===== src/rtl/gshare_predictor_pkg.sv =====
// Shared constants, counter encoding and counter update helper for the
// gshare direction predictor.
package gshare_predictor_pkg;

  localparam int XLEN           = 32;
  localparam int BP_PHT_ENTRIES = 256;
  localparam int BP_GHR_BITS    = 8;

  // 2-bit saturating direction counter; bit 1 is the predicted direction.
  typedef enum logic [1:0] {
    BP_STRONG_NT = 2'd0,
    BP_WEAK_NT   = 2'd1,
    BP_WEAK_T    = 2'd2,
    BP_STRONG_T  = 2'd3
  } BP_COUNTER;

  // Saturating step toward the observed outcome; the end states are held
  // explicitly so the counter can never wrap.
  function automatic BP_COUNTER bp_counter_update(BP_COUNTER c, logic taken);
    BP_COUNTER n;
    n = c;
    if (taken) begin
      case (c)
        BP_STRONG_NT: n = BP_WEAK_NT;
        BP_WEAK_NT:   n = BP_WEAK_T;
        BP_WEAK_T:    n = BP_STRONG_T;
        default:      n = BP_STRONG_T;
      endcase
    end else begin
      case (c)
        BP_STRONG_T:  n = BP_WEAK_T;
        BP_WEAK_T:    n = BP_WEAK_NT;
        BP_WEAK_NT:   n = BP_STRONG_NT;
        default:      n = BP_STRONG_NT;
      endcase
    end
    return n;
  endfunction

endpackage


===== src/rtl/gshare_predictor.sv =====
// Gshare conditional-branch direction predictor. Lookup is combinational
// from the fetch PC xor the speculative global history; training and
// history recovery come from execute and take effect at the next edge.
// No handshake: one predict and one resolve may arrive every cycle.
module gshare_predictor
  import gshare_predictor_pkg::*;
#(
  parameter int PHT_ENTRIES = BP_PHT_ENTRIES,
  parameter int GHR_BITS    = BP_GHR_BITS
) (
  input  logic                clock,
  input  logic                reset,
  input  logic                predict_valid,
  input  logic [XLEN-1:0]     predict_pc,
  output logic                predict_taken,
  output logic [GHR_BITS-1:0] predict_ghr,
  input  logic                resolve_valid,
  input  logic [XLEN-1:0]     resolve_pc,
  input  logic [GHR_BITS-1:0] resolve_ghr,
  input  logic                resolve_taken,
  input  logic                resolve_mispredict
);

  BP_COUNTER           pht_q [PHT_ENTRIES];
  BP_COUNTER           pht_d [PHT_ENTRIES];
  logic [GHR_BITS-1:0] ghr_q;
  logic [GHR_BITS-1:0] ghr_d;

  logic [GHR_BITS-1:0] pidx;
  logic [GHR_BITS-1:0] ridx;
  logic [1:0]          pred_cnt;

  // PC bits outside the index field carry no information for this table.
  logic unused_pc_bits;
  assign unused_pc_bits = ^{predict_pc[XLEN-1:GHR_BITS+2], predict_pc[1:0],
                            resolve_pc[XLEN-1:GHR_BITS+2], resolve_pc[1:0]};

  assign pidx = predict_pc[GHR_BITS+1:2] ^ ghr_q;
  assign ridx = resolve_pc[GHR_BITS+1:2] ^ resolve_ghr;

  // Combinational lookup; reads the stored counter, never the one being trained.
  always_comb begin
    pred_cnt      = pht_q[pidx];
    predict_taken = pred_cnt[1];
    predict_ghr   = ghr_q;
  end

  // Counter training: only the resolved entry moves.
  always_comb begin
    pht_d = pht_q;
    if (resolve_valid) begin
      pht_d[ridx] = bp_counter_update(pht_q[ridx], resolve_taken);
    end
  end

  // History update: mispredict recovery beats the speculative shift.
  always_comb begin
    ghr_d = ghr_q;
    if (resolve_valid && resolve_mispredict) begin
      ghr_d = {resolve_ghr[GHR_BITS-2:0], resolve_taken};
    end else if (predict_valid) begin
      ghr_d = {ghr_q[GHR_BITS-2:0], predict_taken};
    end
  end

  // State registers; reset puts every counter at weak not-taken.
  always_ff @(posedge clock or posedge reset) begin
    if (reset) begin
      ghr_q <= '0;
      for (int i = 0; i < PHT_ENTRIES; i++) begin
        pht_q[i] <= BP_WEAK_NT;
      end
    end else begin
      ghr_q <= ghr_d;
      pht_q <= pht_d;
    end
  end

endmodule


===== config.mk =====
export PLATFORM = sky130hd
export DESIGN_NAME = gshare_predictor
export DESIGN_NICKNAME = d
export VERILOG_FILES = /design/src/rtl/gshare_predictor_pkg.sv /design/src/rtl/gshare_predictor.sv
export SDC_FILE = /design/constraint.sdc
export NUM_CORES = 1
export LEC_CHECK = 0
export CORE_UTILIZATION = 25
export DETAILED_ROUTE_END_ITERATION = 10
export SYNTH_ARGS = -nofsm -noshare
export SYNTH_HDL_FRONTEND = slang
export SYNTH_SLANG_ARGS = --single-unit

===== constraint.sdc =====
create_clock -name clock -period 16 [get_ports clock]
set_clock_uncertainty 0.05 [all_clocks]
set_input_delay 3.2 -clock clock [delete_from_list [all_inputs] [get_ports clock]]
set_output_delay 3.2 -clock clock [all_outputs]
set_load 0.005 [all_outputs]

==> run_1/clock_map.png <==
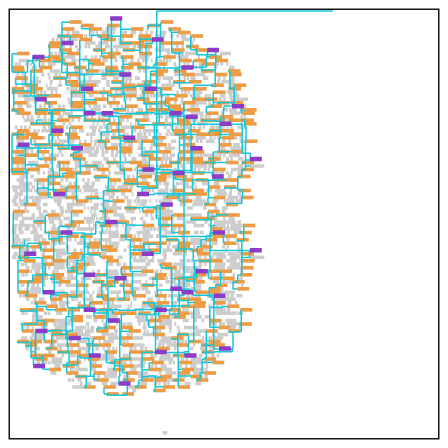
legend:
  clock wires:
    color: cyan
    length: 7180 µm
  cells driving clock nets:
    color: purple
    count: 52
  flip-flops:
    color: orange
    count: 520
routed clock nets: 53
clk_lat worst skew: 620 ps
clk pwr: 1300 µW
Clock Power Share: 0.354

==> run_1/drive_strength.png <==
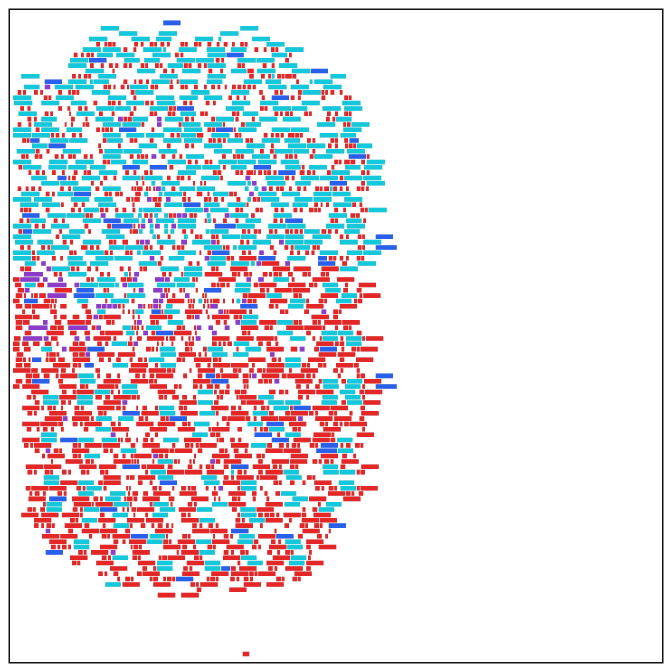
legend:
  drive 1 or less:
    color: red
    cells: 1613
    share: 70%
  drive 3 to 4:
    color: purple
    cells: 99
    share: 4.3%
  drive 2:
    color: cyan
    cells: 511
    share: 22%
  drive 6 and up:
    color: blue
    cells: 70
    share: 3.1%
fin area: 0.0307 mm²
Buffers, non-clock: 120
Layout area overhead: 13.1%
PnR worst setup slack: 5090 ps

==> run_1/met1.png <==
Supply wires on this layer in gray.
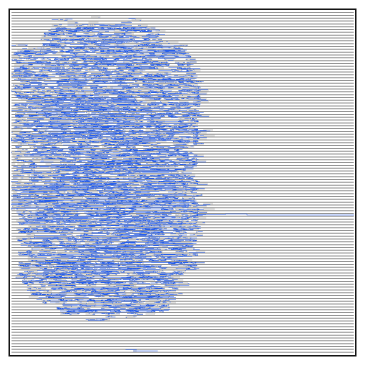
longest straight run: 103 µm
nets with wire on the layer: 2149
share of all routed wire: 44%
wire length on this layer: 35.0 mm
main direction: horizontal
met1 Use GR: 0.202
final WL: 80400 µm
Via Count: 20500

==> notes.md, run 1 <==
flow finished, numbers: DP Cell Count 3601, most frequent cell after synthesis a21oi_1, first-pass GRT wire length 125000 µm, flop2flop setup slack 10920 ps, worst r2r src pht_q[185], RR Endpoint pht_q[83], core footprint 0.107 mm², count of library flops with an enable pin 0, Seq share, synth 0.491, post-synthesis mux area share 0.179, Core Util, Final 0.286, Hold Crit Endpoint pht_q[326], Async SR Flop Fraction 1.00, static leakage 0.0110 µW, initial antenna violation count 1, crit-path max cell delay 760 ps, max-capacitance violation count 0, Worst setup SP type primary input, HPWL after DPL 46100 µm, status complete, no violations, post-layout minimum cycle time 10910 ps, yosys simple share 0.0324, Pint 2560 µW, hold_sp pht_q[326], Std-Cell Rows 120, Slew Limit Headroom 0.209, cts bufs inserted 52, Post-CTS Setup Inserts 0, DR WL/cell 21.7 µm, initial DRC count 2119, CP required 12750 ps, I/O Buffers 38, Yosys top cell area share 0.248, Psw 1100 µW, Top FF cell, synth dfrtp_1, clock sinks 520, Final nets 2330, Logic family by area AND-OR/OR-AND gates, peak supply drop 0.0891 mV, CTS tree yes, ys cells 2383
[run 1: worst max-delay path: cells and delay by family]
| family | cells | cell delay [ps] |
|---|---|---|
| compound gates | 4 | 780 |
| xor+xnor | 1 | 140 |
| buf+inv | 4 | 2370 |
| mux | 2 | 1120 |
[run 1: how the worst max path moves through the flow]
stage	end	slack [ps]
6_report	predict_taken	5090
5_1_grt	predict_taken	4810
4_1_cts	predict_taken	5030
2_1_floorplan	pht_q[101]	5890
3_3_place_gp	predict_taken	5050
3_5_place_dp	predict_taken	5050
[run 1: layer usage]
layer | up-vias | GRT usage | share of wire
met2 | 814 | 0.219 | 0.45
met4 | 0 | 0.0526 | 0.034
met3 | 162 | 0.0278 | 0.079
li1 | 9115 | - | -
met5 | - | 0 | 0
met1 | 10500 | 0.202 | 0.44
[run 1: power by group through the flow]
| stage | registers (µW) | logic, µW | clock network, µW |
|---|---|---|---|
| detailed placement | 1630 | 744 | 0 |
| global route | 1630 | 806 | 1370 |
| CTS | 1610 | 744 | 1320 |
| global placement | 1630 | 734 | 0 |
| floorplan | 1600 | 547 | 0 |
| finish | 1610 | 744 | 1300 |
[run 1: sequential cells by signal, summed over array words and instances (netlist names)]
register and count:
predict_ghr 8, pht_q 512
[run 1: cell usage in the layout (no fill, tap or decap), drive strengths merged, types with 8 or more instances in the layout]
| cell type | netlist | final |
|---|---|---|
| dfstp | 256 | 256 |
| nand3 | 8 | 8 |
| a31oi | 250 | 250 |
| a21oi | 266 | 266 |
| mux4 | 208 | 208 |
| clkdlybuf4s50 | 0 | 38 |
| dfrtp | 264 | 264 |
| nor4 | 9 | 9 |
| nand2 | 93 | 93 |
| xnor2 | 12 | 12 |
| clkbuf | 224 | 75 |
| o31ai | 256 | 256 |
| buf | 81 | 82 |
| nand4 | 14 | 14 |
| xor2 | 14 | 14 |
| a22oi | 32 | 32 |
| mux2i | 18 | 18 |
| o21ai | 264 | 264 |
| clkinv | 0 | 10 |
| nor2 | 81 | 81 |
[run 1: cell type report]
cell class                 count  area [µm²]
fill                       11000       76600
sequential                   520       13300
multi-input combinational   1556       12800
tap                         1403        1760
clock buffer                  75        1510
timing repair buffer         120        1010
clock inverter                20         272
inverter                       2        11.3
antenna                        1        2.50
[run 1: through the flow]
step | area [µm²] | hold slack (ps)
2_1_floorplan | 27200 | 429
3_3_place_gp | 28900 | 448
3_5_place_dp | 28900 | 443
4_1_cts | 30700 | 455
5_1_grt | 30700 | 472
6_report | 30700 | 454
[run 1: cells by family after synthesis]
| family | after synthesis |
|---|---|
| adders and majority gates | 2 |
| DFF | 520 |
| buffers and inverters | 307 |
| muxes | 226 |
| xor gates and xnor gates | 26 |
| AOI/OAI and AO/OA | 1090 |
| and+or+nand+nor | 212 |
==> run_1/cell_classes.png <==
Scale bar: 100 µm.
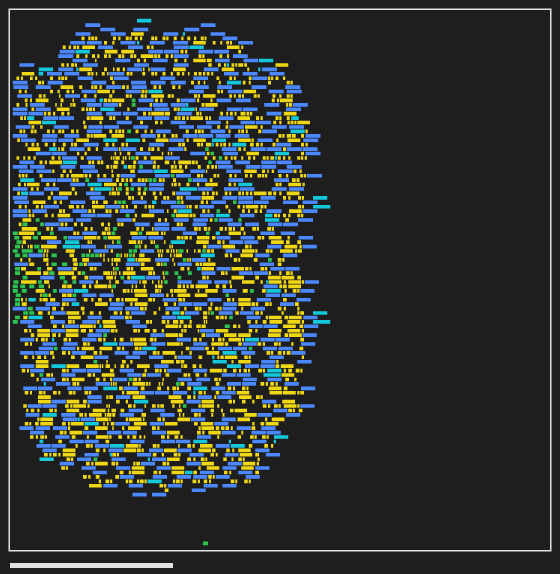

==> run 2, diff against run 1 <==
- clock period: 16 -> 10.3 ns (I/O delays scaled with it)
==> run_2/cell_classes.png <==
Scale bar: 100 µm.
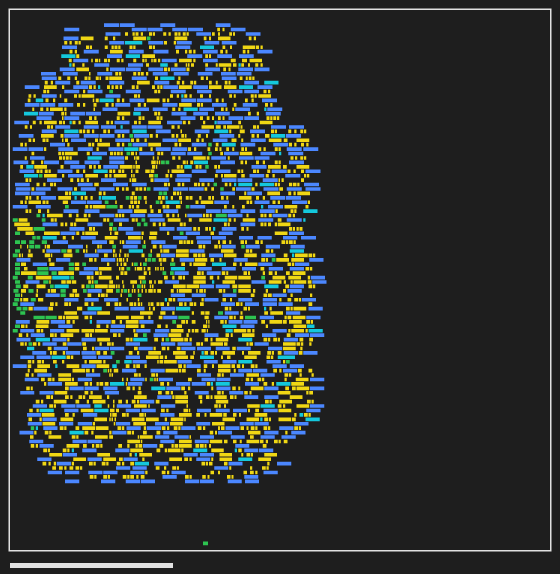
legend:
  all other logic:
    color: yellow
    cells: 1558
  other buffers and delay cells:
    color: green
    cells: 118
  clock drivers and dummy loads:
    color: cyan
    cells: 100
  flip-flops:
    color: blue
    cells: 520
Core Util, Final: 0.287
core footprint: 0.107 mm²

==> run_2/drive_strength.png <==
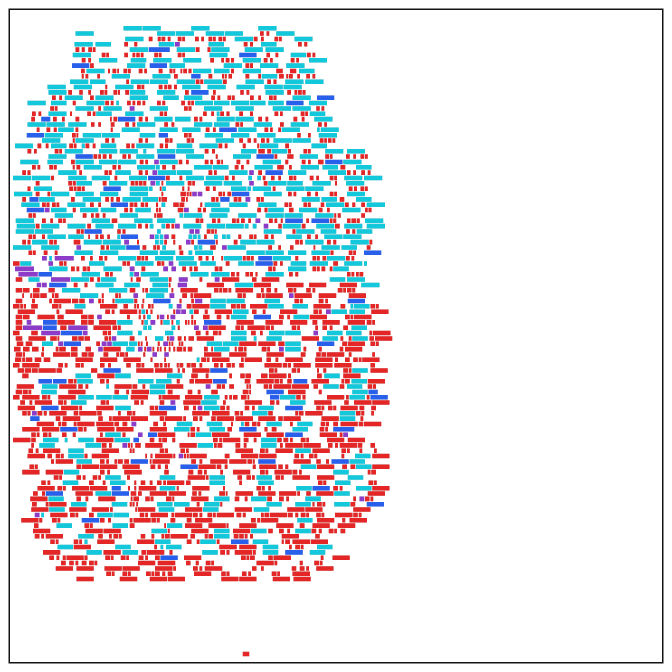
legend:
  drive 3 to 4:
    color: purple
    cells: 83
    share: 3.6%
  drive 2:
    color: cyan
    cells: 529
    share: 23%
  drive 1 or less:
    color: red
    cells: 1606
    share: 70%
  drive 6 and up:
    color: blue
    cells: 78
    share: 3.4%
PnR worst setup slack: 2000 ps
Layout area overhead: 13.4%
fin area: 0.0308 mm²
Buffers, non-clock: 118

==> run_2/met1.png <==
Supply wires on this layer in gray.
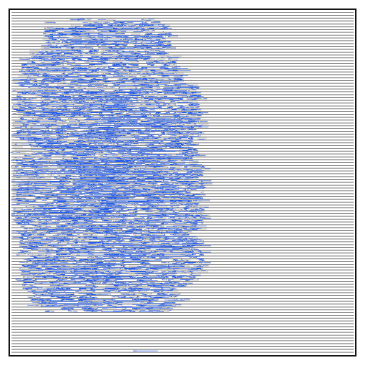
nets with wire on the layer: 2151
main direction: horizontal
share of all routed wire: 44%
longest straight run: 102 µm
Via Count: 20500
final WL: 79500 µm
met1 Use GR: 0.198

==> notes.md, run 2 <==
flow finished, numbers: DIE AREA 0.110 mm² (unchanged), top cells, area dfstp_2 25%, dfrtp_1 24%, mux4_2 17% (unchanged), Clock transition at path regs 70 ps (about the same), warning total across the stage logs 80 (was 77), status complete, no violations (unchanged), Hold WC Path Type register to register (unchanged), Peak Freq 121 MHz, Seq share, synth 0.491 (unchanged), ys cells 2383 (unchanged), Distinct cells, synth 37 (unchanged), Syn Area/Cell 11.4 µm² (unchanged), gpl congestion 0.796 (was 0.788), Worst Setup End Kind primary output (unchanged), GRT Residual Overflow 0 (unchanged), CTS tree yes (unchanged), Most common cell on crit path a21oi_1 (unchanged), flop2flop setup slack 6030 ps (was 10920 ps), PostCTS Resize Cnt 0 (unchanged), CTS max path bufs 3 (unchanged), post-layout minimum cycle time 8300 ps, first-pass GRT wire length 123000 µm (was 125000 µm), most frequent cells in the layout 266 x a21oi_1, 264 x dfrtp_1, 263 x o21ai_0 (unchanged), Worst Path Buf+Inv 3 (was 4), Top Family by Delay on Critical Path buffers and inverters (unchanged), Final nets 2329 (was 2330), CP required 8190 ps (was 12750 ps), Global Route Usage Sum 0.142 (was 0.144), Critical Path, Cell by Cell clkdlybuf4s50_1, xor2_4, buf_12, mux4_2, mux4_2, a22oi_1, a21oi_1, a21oi_1, a21oi_1, clkdlybuf4s50_1 (was clkdlybuf4s50_1, xor2_4, buf_4, buf_4, mux4_2, mux4_2, a22oi_1, a21oi_1, a21oi_1, a21oi_1, clkdlybuf4s50_1), I/O Buffers 38 (unchanged), Hold-fix buffers, CTS 0 (unchanged), endpoints failing hold 0 (unchanged), Cell Pwr Density 184 mW/mm² (was 119 mW/mm²), die height 332 µm (unchanged), Slew Limit Headroom 0.232 (was 0.209), initial DRC count 2353 (was 2119), die width 332 µm (unchanged), Top cell excl fill/tap a21oi_1 (unchanged), Ys Warns 0 (unchanged), initial antenna violation count 2 (was 1), synthesized net count 2461 (unchanged), vias in the first global route 19600 (was 20000), fill count 11000 (about the same), Worst setup SP type primary input (unchanged), static leakage 0.0110 µW (about the same), most frequent cell after synthesis a21oi_1 (unchanged), YS chip area 0.0272 mm² (unchanged), Std-Cell Rows 120 (unchanged), Final TNS setup 0 ps (unchanged), Slew @ Worst Pin 1150 ps (was 1180 ps), Tcrit/Tclk final 0.805, Post-synth top cells 266 x a21oi_1, 264 x dfrtp_1, 263 x o21ai_0 (unchanged), DR WL/cell 21.5 µm (was 21.7 µm), Top reg by flops pht_q (unchanged), Vias per Instance 5.54 (was 5.56), Async SR Flop Fraction 1.00 (unchanged), Init Core Util 0.253 (unchanged), Post-CTS Setup Inserts 0 (unchanged), total chip power 5650 µW (was 3650 µW), biggest area consumer among synthesized cells dfstp_2 (unchanged), max-capacitance violation count 0 (unchanged), crit-path max cell delay 860 ps (was 760 ps), CP Data Arrival Time 6190 ps (was 7660 ps), synthesized netlist cell count 2383 (unchanged), CP Class primary input to primary output (unchanged), Slowest-stage cell, CP xor2_4 (was buf_4), H-tree levels 2 (unchanged), max reg flops 512 (unchanged), Root Buffer clkbuf_16 (unchanged), HPWL after DPL 46000 µm (was 46100 µm), Top FF cell, synth dfrtp_1 (unchanged), IO Pins 87 (unchanged), peak supply drop 0.141 mV (was 0.0891 mV), RSZ-0062 raised after global routing false (unchanged), pin count of the biggest net entering global routing 178 (was 181), cts bufs inserted 53 (was 52), clock sinks 520 (unchanged), clk_lat worst skew 620 ps (about the same), 1st-pass router iterations 5 (unchanged), layout cells sized above 1 0.301 (was 0.297), count of library flops with an enable pin 0 (unchanged), post-synthesis cell area 0.0272 mm² (unchanged), Yosys top cell area share 0.248 (unchanged)
-- run 2: where the power goes --
| part | switching [µW] | total (µW) | internal (µW) |
|---|---|---|---|
| logic | 726 | 1170 | 449 |
| registers | 132 | 2510 | 2370 |
| clock network | 848 | 1970 | 1120 |
| total | 1710 | 5650 | 3950 |
-- run 2: cells by family after synthesis --
group           after synthesis  synth area share
compound gates             1090             0.242
simple gates                212            0.0324
flops                       520             0.491
mux                         226             0.179
xor+xnor                     26           0.00839
buf+inv                     307            0.0468
fa+ha+maj                     2          0.000783
-- run 2: final cells by class --
class                           instances  area [µm²]  share of cell area
Multi-Input combinational cell       1556       12900               0.417
Clock inverter                         23         196             0.00638
Sequential cell                       520       13300               0.433
Inverter                                2        11.3            0.000366
Clock buffer                           77        1560              0.0506
Timing Repair Buffer                  118        1090              0.0355
Antenna cell                            2        5.00            0.000162
Tap cell                             1403        1760              0.0570
-- run 2: final timing paths --
check,endpoint,cells after the start,from
max in group asynchronous,pht_q[142],4,reset
min,pht_q[322],2,pht_q[322]
min reg2reg,pht_q[322],2,pht_q[322]
max,predict_taken,10,predict_pc[2]
max reg2reg,pht_q[117],9,pht_q[433]
min in group asynchronous,predict_ghr[5],3,reset
-- run 2: per-stage QoR --
stage / worst slack, ps / cells / instance area, µm² / utilization / hold slack (ps)
finish: 2000 / 3701 / 30800 / 0.287 / 456
global route: 1830 / 3699 / 30800 / 0.287 / 477
CTS: 1980 / 3699 / 30800 / 0.287 / 455
detailed placement: 1990 / 3599 / 29000 / 0.271 / 442
global placement: 1970 / 3599 / 29000 / 0.271 / 443
floorplan: 1330 / 2383 / 27200 / - / 429
-- run 2: tightest hold or removal path, stage by stage (launching register included) --
cell     delay [ps]
dfstp_2         370
nor2_1           90
a21oi_1          40
-- run 2: layer usage --
metal  track usage  part of all wire  vias up
li1              -                 -     9113
met1         0.198              0.44    10500
met2         0.216              0.45      769
met3        0.0333             0.083      135
met4        0.0495             0.031        4
met5             0           0.00029        -
No activity file was given, so power comes from the tool's default toggle rates.
